run_1/io_fan.png
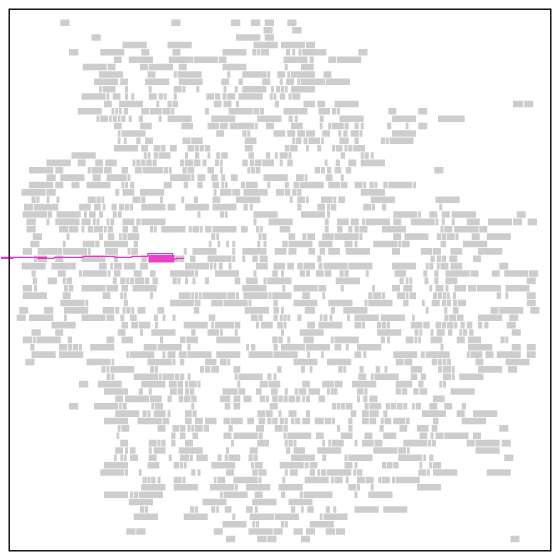
run_1/wires.png
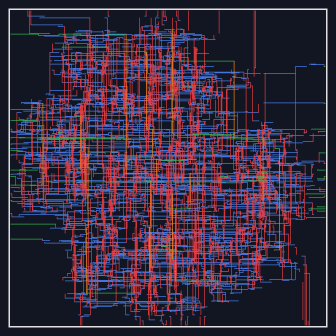
run_1/clk_routes.png
The bar under the picture is 50 um long.
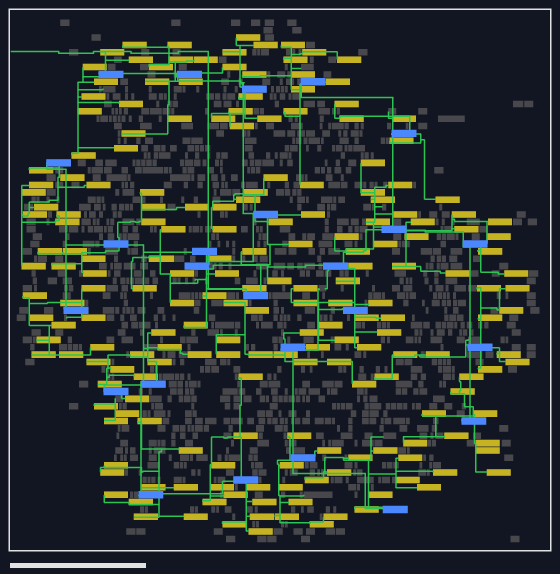
===== src/rtl/pulse_meter.sv =====
// Measures period and high time of an asynchronous pulse train in sysclk cycles,
// averaged over 2^AVG_LOG2 periods, with a one-cycle result strobe and loss-of-signal flag.
module pulse_meter #(
  parameter int CNT_W    = 32,
  parameter int AVG_LOG2 = 2,
  parameter int TIMEOUT  = 50000000
) (
  input  logic             sysclk,
  input  logic             reset,
  input  logic             Pulse_In,
  output logic [CNT_W-1:0] Period,
  output logic [CNT_W-1:0] High_Time,
  output logic             Valid,
  output logic             No_Signal
);

  localparam int ACC_W = CNT_W + AVG_LOG2;
  // n needs at least one bit even when no averaging is configured
  localparam int N_W = (AVG_LOG2 > 0) ? AVG_LOG2 : 1;
  localparam logic [N_W-1:0]   N_LAST    = N_W'((1 << AVG_LOG2) - 1);
  localparam logic [CNT_W-1:0] TIMEOUT_C = CNT_W'(TIMEOUT);
  localparam logic [CNT_W-1:0] CNT_ONE   = CNT_W'(1);

  typedef enum logic [0:0] {
    IDLE    = 1'b0,
    MEASURE = 1'b1
  } state_t;

  state_t           state_q;
  logic             s1_q, s2_q, s3_q;
  logic [CNT_W-1:0] per_cnt_q, hi_cnt_q;
  logic [ACC_W-1:0] acc_per_q, acc_hi_q;
  logic [N_W-1:0]   n_q;
  logic [CNT_W-1:0] period_q, high_time_q;
  logic             valid_q, no_signal_q;

  logic             rise;
  logic [ACC_W-1:0] sum_per_d, sum_hi_d;
  logic [CNT_W-1:0] period_d, high_time_d;

  assign rise        = s2_q & ~s3_q;
  assign sum_per_d   = acc_per_q + ACC_W'(per_cnt_q);
  assign sum_hi_d    = acc_hi_q + ACC_W'(hi_cnt_q);
  assign period_d    = CNT_W'(sum_per_d >> AVG_LOG2);
  assign high_time_d = CNT_W'(sum_hi_d >> AVG_LOG2);

  // Two-flop synchronizer plus delay flop for edge detection
  always_ff @(posedge sysclk or posedge reset) begin
    if (reset) begin
      s1_q <= 1'b0;
      s2_q <= 1'b0;
      s3_q <= 1'b0;
    end else begin
      s1_q <= Pulse_In;
      s2_q <= s1_q;
      s3_q <= s2_q;
    end
  end

  // Measurement FSM with counters, accumulators and registered outputs
  always_ff @(posedge sysclk or posedge reset) begin
    if (reset) begin
      state_q     <= IDLE;
      per_cnt_q   <= '0;
      hi_cnt_q    <= '0;
      acc_per_q   <= '0;
      acc_hi_q    <= '0;
      n_q         <= '0;
      period_q    <= '0;
      high_time_q <= '0;
      valid_q     <= 1'b0;
      no_signal_q <= 1'b1;
    end else begin
      valid_q <= 1'b0;
      case (state_q)
        IDLE: begin
          acc_per_q <= '0;
          acc_hi_q  <= '0;
          n_q       <= '0;
          if (rise) begin
            per_cnt_q <= CNT_ONE;
            hi_cnt_q  <= CNT_ONE;
            state_q   <= MEASURE;
          end else begin
            per_cnt_q <= '0;
            hi_cnt_q  <= '0;
            state_q   <= IDLE;
          end
        end
        MEASURE: begin
          if (rise) begin
            // A rise closes a period and opens the next one
            if (n_q < N_LAST) begin
              acc_per_q <= sum_per_d;
              acc_hi_q  <= sum_hi_d;
              n_q       <= n_q + N_W'(1);
            end else begin
              period_q    <= period_d;
              high_time_q <= high_time_d;
              valid_q     <= 1'b1;
              no_signal_q <= 1'b0;
              acc_per_q   <= '0;
              acc_hi_q    <= '0;
              n_q         <= '0;
            end
            per_cnt_q <= CNT_ONE;
            hi_cnt_q  <= CNT_ONE;
            state_q   <= MEASURE;
          end else if (per_cnt_q >= TIMEOUT_C) begin
            period_q    <= '0;
            high_time_q <= '0;
            no_signal_q <= 1'b1;
            acc_per_q   <= '0;
            acc_hi_q    <= '0;
            n_q         <= '0;
            per_cnt_q   <= '0;
            hi_cnt_q    <= '0;
            state_q     <= IDLE;
          end else begin
            per_cnt_q <= per_cnt_q + CNT_ONE;
            hi_cnt_q  <= hi_cnt_q + CNT_W'(s2_q);
            state_q   <= MEASURE;
          end
        end
        default: begin
          state_q   <= IDLE;
          per_cnt_q <= '0;
          hi_cnt_q  <= '0;
          acc_per_q <= '0;
          acc_hi_q  <= '0;
          n_q       <= '0;
        end
      endcase
    end
  end

  assign Period    = period_q;
  assign High_Time = high_time_q;
  assign Valid     = valid_q;
  assign No_Signal = no_signal_q;

endmodule


===== config.mk =====
export PLATFORM = sky130hd
export DESIGN_NAME = pulse_meter
export DESIGN_NICKNAME = d
export VERILOG_FILES = /design/src/rtl/pulse_meter.sv
export SDC_FILE = /design/constraint.sdc
export NUM_CORES = 1
export LEC_CHECK = 0
export CAP_MARGIN = 25
export CORE_MARGIN = 2
export CORE_UTILIZATION = 30
export DETAILED_ROUTE_END_ITERATION = 10
export GPL_TIMING_DRIVEN = 0
export PLACE_DENSITY = 0.5
export SETUP_SLACK_MARGIN = 0.15
export SYNTH_ARGS = -nofsm -noshare
export SYNTH_HDL_FRONTEND = slang
export SYNTH_SLANG_ARGS = --single-unit

===== constraint.sdc =====
create_clock -name sysclk -period 8.4 [get_ports sysclk]
set_input_delay 1.68 -clock sysclk [delete_from_list [all_inputs] [get_ports sysclk]]
set_output_delay 1.68 -clock sysclk [all_outputs]
set_load 0.1 [all_outputs]

==> impl_metrics.ini, run 1 <==
; flow metrics
[finish]
largest_class = combinational gates
seqCellArea_um2 = 5110
reg_top3 = acc_hi_q x34, acc_per_q x34
layout_top_cell = dfrtp_1
stdcell_area_um2 = 13600
nFlopsAndLatches = 204
area_delta_synth_final_pct = 19.2
fin_nets = 1380
seqAreaFraction = 0.375
n_antenna_cell = 0
comb_area_frac = 0.442
comb_cells = 925
num-fill-cells = 3832
final_cells = 1836
layout.area.comb_um2 = 6030
nonClockInverterCount = 31
buffers_excl_clock = 119
clk_share = 0.0601
n_clock_buffer = 39
post-route-util = 0.363

[hold_path]
min_path_type = register to register
min_delay_path_depth = 0
min_to = s2_q
hp-start = s1_q

[floorplanning]
core.rowCount = 71
initial_core_util = 0.304
core_area_um2 = 37600
fp.dieH_um = 199
dieWidth_um = 199
die_area_um2 = 39700

[route]
wl_um = 33000
topRoutingLayerUsed = met4
met1_length_um = 16400
drt_pre_antenna_iters = 7
vias = 9130
via_per_inst = 4.97
drcViolationCount = 0
ant_nets = 0
routedWlPerCell_um = 18.0
wl_met2_um = 14600
wl_met3_um = 1160
drt_iter0_drc = 494

[power]
pg_comb_mw = 0.0699
switching_share = 0.235
power.density_nw_per_um2 = 158
combPwrFrac = 0.033
p_seq_frac = 0.461
powerClk_mw = 1.09
p_sw_mw = 0.504
internal_power_mw = 1.64
ir_drop_uv = 140
power_leakage_nw = 6.00
power_sequential_mw = 0.991
power.group.top = clock
p_clk_frac = 0.506

[place]
placed_cells = 1790
dpl.hpwl_um = 23600
placed_cell_area_um2 = 12800
post-place-ws_ps = 4870
gp_routability_congestion = 0.872

[clock_network]
clock-root-buffer = clkbuf_16
htreeDepth = 1
clkLatencyLatePin_ps = 540
postCtsHoldBufs = 0
cts_buffer_depth = 3
cts_setup_buffers = 0
ctsResizeCount = 0
cts_tree = done
cts_made_buffers = 25
clock_sinks = 204
clkTransAtPathRegs_ps = 60

[yosys]
top_cell_area_share = 0.444
ys_async_sr_fraction = 1.00
simple_gate_area_frac = 0.165
xor_area_frac = 0.0827
netlist_area_um2 = 11400
synthMuxAreaShare = 0.00471
postSynthSeqShare = 0.447
yosysTopAreaCell = dfrtp_1
edf_count = 0
top_logic_kind = AND-OR/OR-AND gates
avgSynthCellArea_um2 = 9.49
synthTopCellsByCount = 203 x dfrtp_1, 145 x nand2_1, 123 x nor2_1
yosysCellCount = 1205
yosys.cell_types.count = 71
area_leaders = dfrtp_1 44%, ha_1 7.6%, xnor2_1 5.1%
yosysChipArea_um2 = 11400
synthAoiAreaFrac = 0.194
ys.flops = 204
top_cell = dfrtp_1
adder_share = 0.0790
synth_warnings = 0
synthCells = 1205

[timing]
final-hold-violation-count = 0
clock.fmax_ghz = 0.255
min_period_over_period = 0.467
worst_clock_skew_ps = 15.3
grt_setup_unrepaired = false
maxSlewHeadroom = 0.329
finalMaxSlewViolations = 0
tns_ps = 0
tightest_slew_ps = 1000
hold_ws_ps = 355
fin_ws_ps = 4480
period_minus_slack_ps = 3920

[worst_setup_path]
cp-end-kind = output port
crit_fanout = 2
crit_path_max_incr_delay_ps = 1140
worstPathArrival_ps = 2240
crit_buf_inv = 1
reg2reg_slack_ps = 4870
cp_num_cells = 1
start_kind = register
worstSetupEndpoint = No_Signal
crit_required_ps = 6720
worstReg2RegStart = s2_q
crit_family = buffers and inverters
worstSetupStartpoint = No_Signal
cp_cell_sequence = clkdlybuf4s50_1
critPathSlowestCell = clkdlybuf4s50_1
rr_worst_depth = 9

[global_routing]
gr-usage-met1 = 0.244
grt_pass1_vias = 9232
grt_use_met2 = 0.264
grt.met3_usage = 0.0272
busiest_layer = met2
grt_max_degree = 114
grt_pass1_wl_um = 52500
overflow = 0
track_usage = 0.170
antenna_found_initial = 0

[run_status]
status = completed

[flow_run]
log.warning_count = 30
max-cap-violations = 0
About io_fan.png:
magenta -> No_Signal  # bits 1, direction output, end cells 1, buffers 1, wire 70.7 um
Boundary Pins: 69
IO buf count: 68

About wires.png:
blue -> metal 1  # wire length 16,400 um
green -> metal 3  # wire length 1,160 um
orange -> metal 4  # wire length 841 um
red -> metal 2  # wire length 14,600 um

About clk_routes.png:
yellow -> flip-flops  # count 204
green -> clock wires  # length 3,340 um
blue -> clock drivers  # count 25
flops lie = spread over the die

run_1/clocks.png
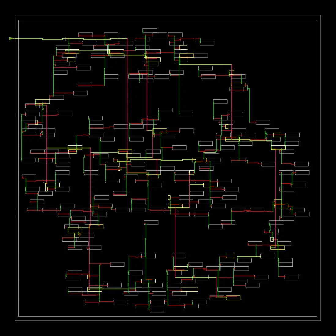

==> run 2: changes to the inputs <==
Clock period 8.4 ns to 3.7 ns, I/O delays scaled along.
run_2/clocks.png
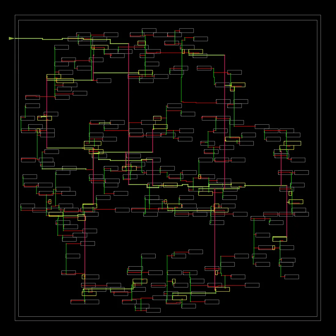
Flops: 204
CTS buffer count: 25

run_2/wires.png
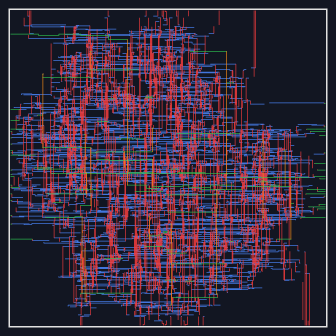
red -> metal 2  # wire length 14,700 um
green -> metal 3  # wire length 1,270 um
blue -> metal 1  # wire length 16,400 um
orange -> metal 4  # wire length 676 um
total track usage: 0.171
vias: 9,151

==> run 2 against run 1 <==
Compared with the run above: global-route usage up 0.11 points; wire length up 0.21%; hold slack worse by 8.0 ps; combinational power up 140%; power up 130%; synthesized cell count unchanged; clock power up 130%; first-iteration DRC count down 11%; register-to-register slack worse by 4600 ps; sequential cell count unchanged; non-clock buffer count up 4.
==> impl_metrics.ini, run 2 <==
; flow metrics
[timing]
tns_ps = 0
fin_ws_ps = 316
worst_clock_skew_ps = 16.4
finalMaxSlewViolations = 0
maxSlewHeadroom = 0.329
tightest_slew_ps = 1000
min_period_over_period = 0.914
clock.fmax_ghz = 0.296
final-hold-violation-count = 0
period_minus_slack_ps = 3380
grt_setup_unrepaired = true
hold_ws_ps = 347

[global_routing]
overflow = 0
grt_use_met2 = 0.269
grt.met3_usage = 0.0257
grt_pass1_wl_um = 52500
gr-usage-met1 = 0.246
antenna_found_initial = 0
grt_pass1_vias = 9112
busiest_layer = met2
grt_max_degree = 41

[yosys]
edf_count = 0
avgSynthCellArea_um2 = 9.49
synthCells = 1205
ys_async_sr_fraction = 1.00
yosys.cell_types.count = 71
top_logic_kind = AND-OR/OR-AND gates
synthAoiAreaFrac = 0.194
yosysCellCount = 1205
adder_share = 0.0790
synthTopCellsByCount = 203 x dfrtp_1, 145 x nand2_1, 123 x nor2_1
synth-main-ff-cell = dfrtp_1
ys.flops = 204
synth_warnings = 0
top_cell = dfrtp_1
xor_area_frac = 0.0827
netlist_area_um2 = 11400
postSynthSeqShare = 0.447
yosysChipArea_um2 = 11400
top_cell_area_share = 0.444
synthMuxAreaShare = 0.00471
yosysTopAreaCell = dfrtp_1
simple_gate_area_frac = 0.165
area_leaders = dfrtp_1 44%, ha_1 7.6%, xnor2_1 5.1%

[finish]
n_clock_buffer = 36
clk_share = 0.0601
comb_area_frac = 0.440
layout_top_cell = dfrtp_1
comb_cells = 925
fin_nets = 1384
num-fill-cells = 3807
layout.area.comb_um2 = 6030
layout_top_cells = 203 x dfrtp_1, 145 x nand2_1, 123 x nor2_1, 77 x o21ai_0, 69 x ha_1
largest_class = combinational gates
reg_top3 = acc_hi_q x34, acc_per_q x34
nonClockInverterCount = 31
buffers_excl_clock = 123
area_delta_synth_final_pct = 19.8
n_antenna_cell = 0
post-route-util = 0.365
seqCellArea_um2 = 5110
seqAreaFraction = 0.373
stdcell_area_um2 = 13700
final_cells = 1839

[worst_setup_path]
crit_buf_inv = 0
critPathSlowestCell = dfrtp_1
worstSetupEndpoint = High_Time[30]
cp_num_cells = 11
crit_path_max_incr_delay_ps = 450
crit_required_ps = 4070
crit_fanout = 6
cp-end-kind = register
criticalPathCategory = register to register
reg2reg_slack_ps = 320
worstPathArrival_ps = 3750
worstReg2RegStart = hi_cnt_q[15]
start_kind = register
worstSetupStartpoint = hi_cnt_q[15]
rr_worst_depth = 11
cp_cell_sequence = ha_1 > a21o_1 > a211oi_1 > nor2b_1 > and4bb_1 > nor3_2 > a31oi_1 > nor2_1 > a221o_1 > xnor2_1 > o21ai_0
crit_family = AND-OR/OR-AND gates

[route]
wl_um = 33100
routedWlPerCell_um = 18.0
wl_met2_um = 14700
drt_pre_antenna_iters = 5
drt_iter0_drc = 439
met1_length_um = 16400
ant_nets = 0
wl_met3_um = 1270
drcViolationCount = 0
topRoutingLayerUsed = met4
via_per_inst = 4.98

[floorplanning]
die_area_um2 = 39700
core_area_um2 = 37600
fp.dieH_um = 199
core.rowCount = 71
dieWidth_um = 199
initial_core_util = 0.304
pin_count = 69

[power]
p_sw_mw = 1.13
internal_power_mw = 3.79
power_leakage_nw = 6.03
ir_drop_uv = 261
switching_share = 0.229
power.density_nw_per_um2 = 359
power_sequential_mw = 2.25
pg_comb_mw = 0.167
powerClk_mw = 2.50
p_seq_frac = 0.457
combPwrFrac = 0.034
power.group.top = clock
p_clk_frac = 0.509

[place]
dpl.hpwl_um = 24100
gp_routability_congestion = 0.866
port_buffers = 68
placed_cells = 1794
post-place-ws_ps = 189
placed_cell_area_um2 = 12900

[clock_network]
cts_setup_buffers = 0
cts_tree = done
clock-root-buffer = clkbuf_16
clkTransAtPathRegs_ps = 60
clkLatencyLatePin_ps = 540
cts_buffer_depth = 3
clock_sinks = 204
postCtsHoldBufs = 0
ctsResizeCount = 1
htreeDepth = 1

[hold_path]
min_delay_path_depth = 0
hp-start = s1_q
min_to = s2_q
min_path_type = register to register

[flow_run]
log.warning_count = 29
max-cap-violations = 0

[run_status]
status = completed
Power is estimated from default activity; no workload was simulated.
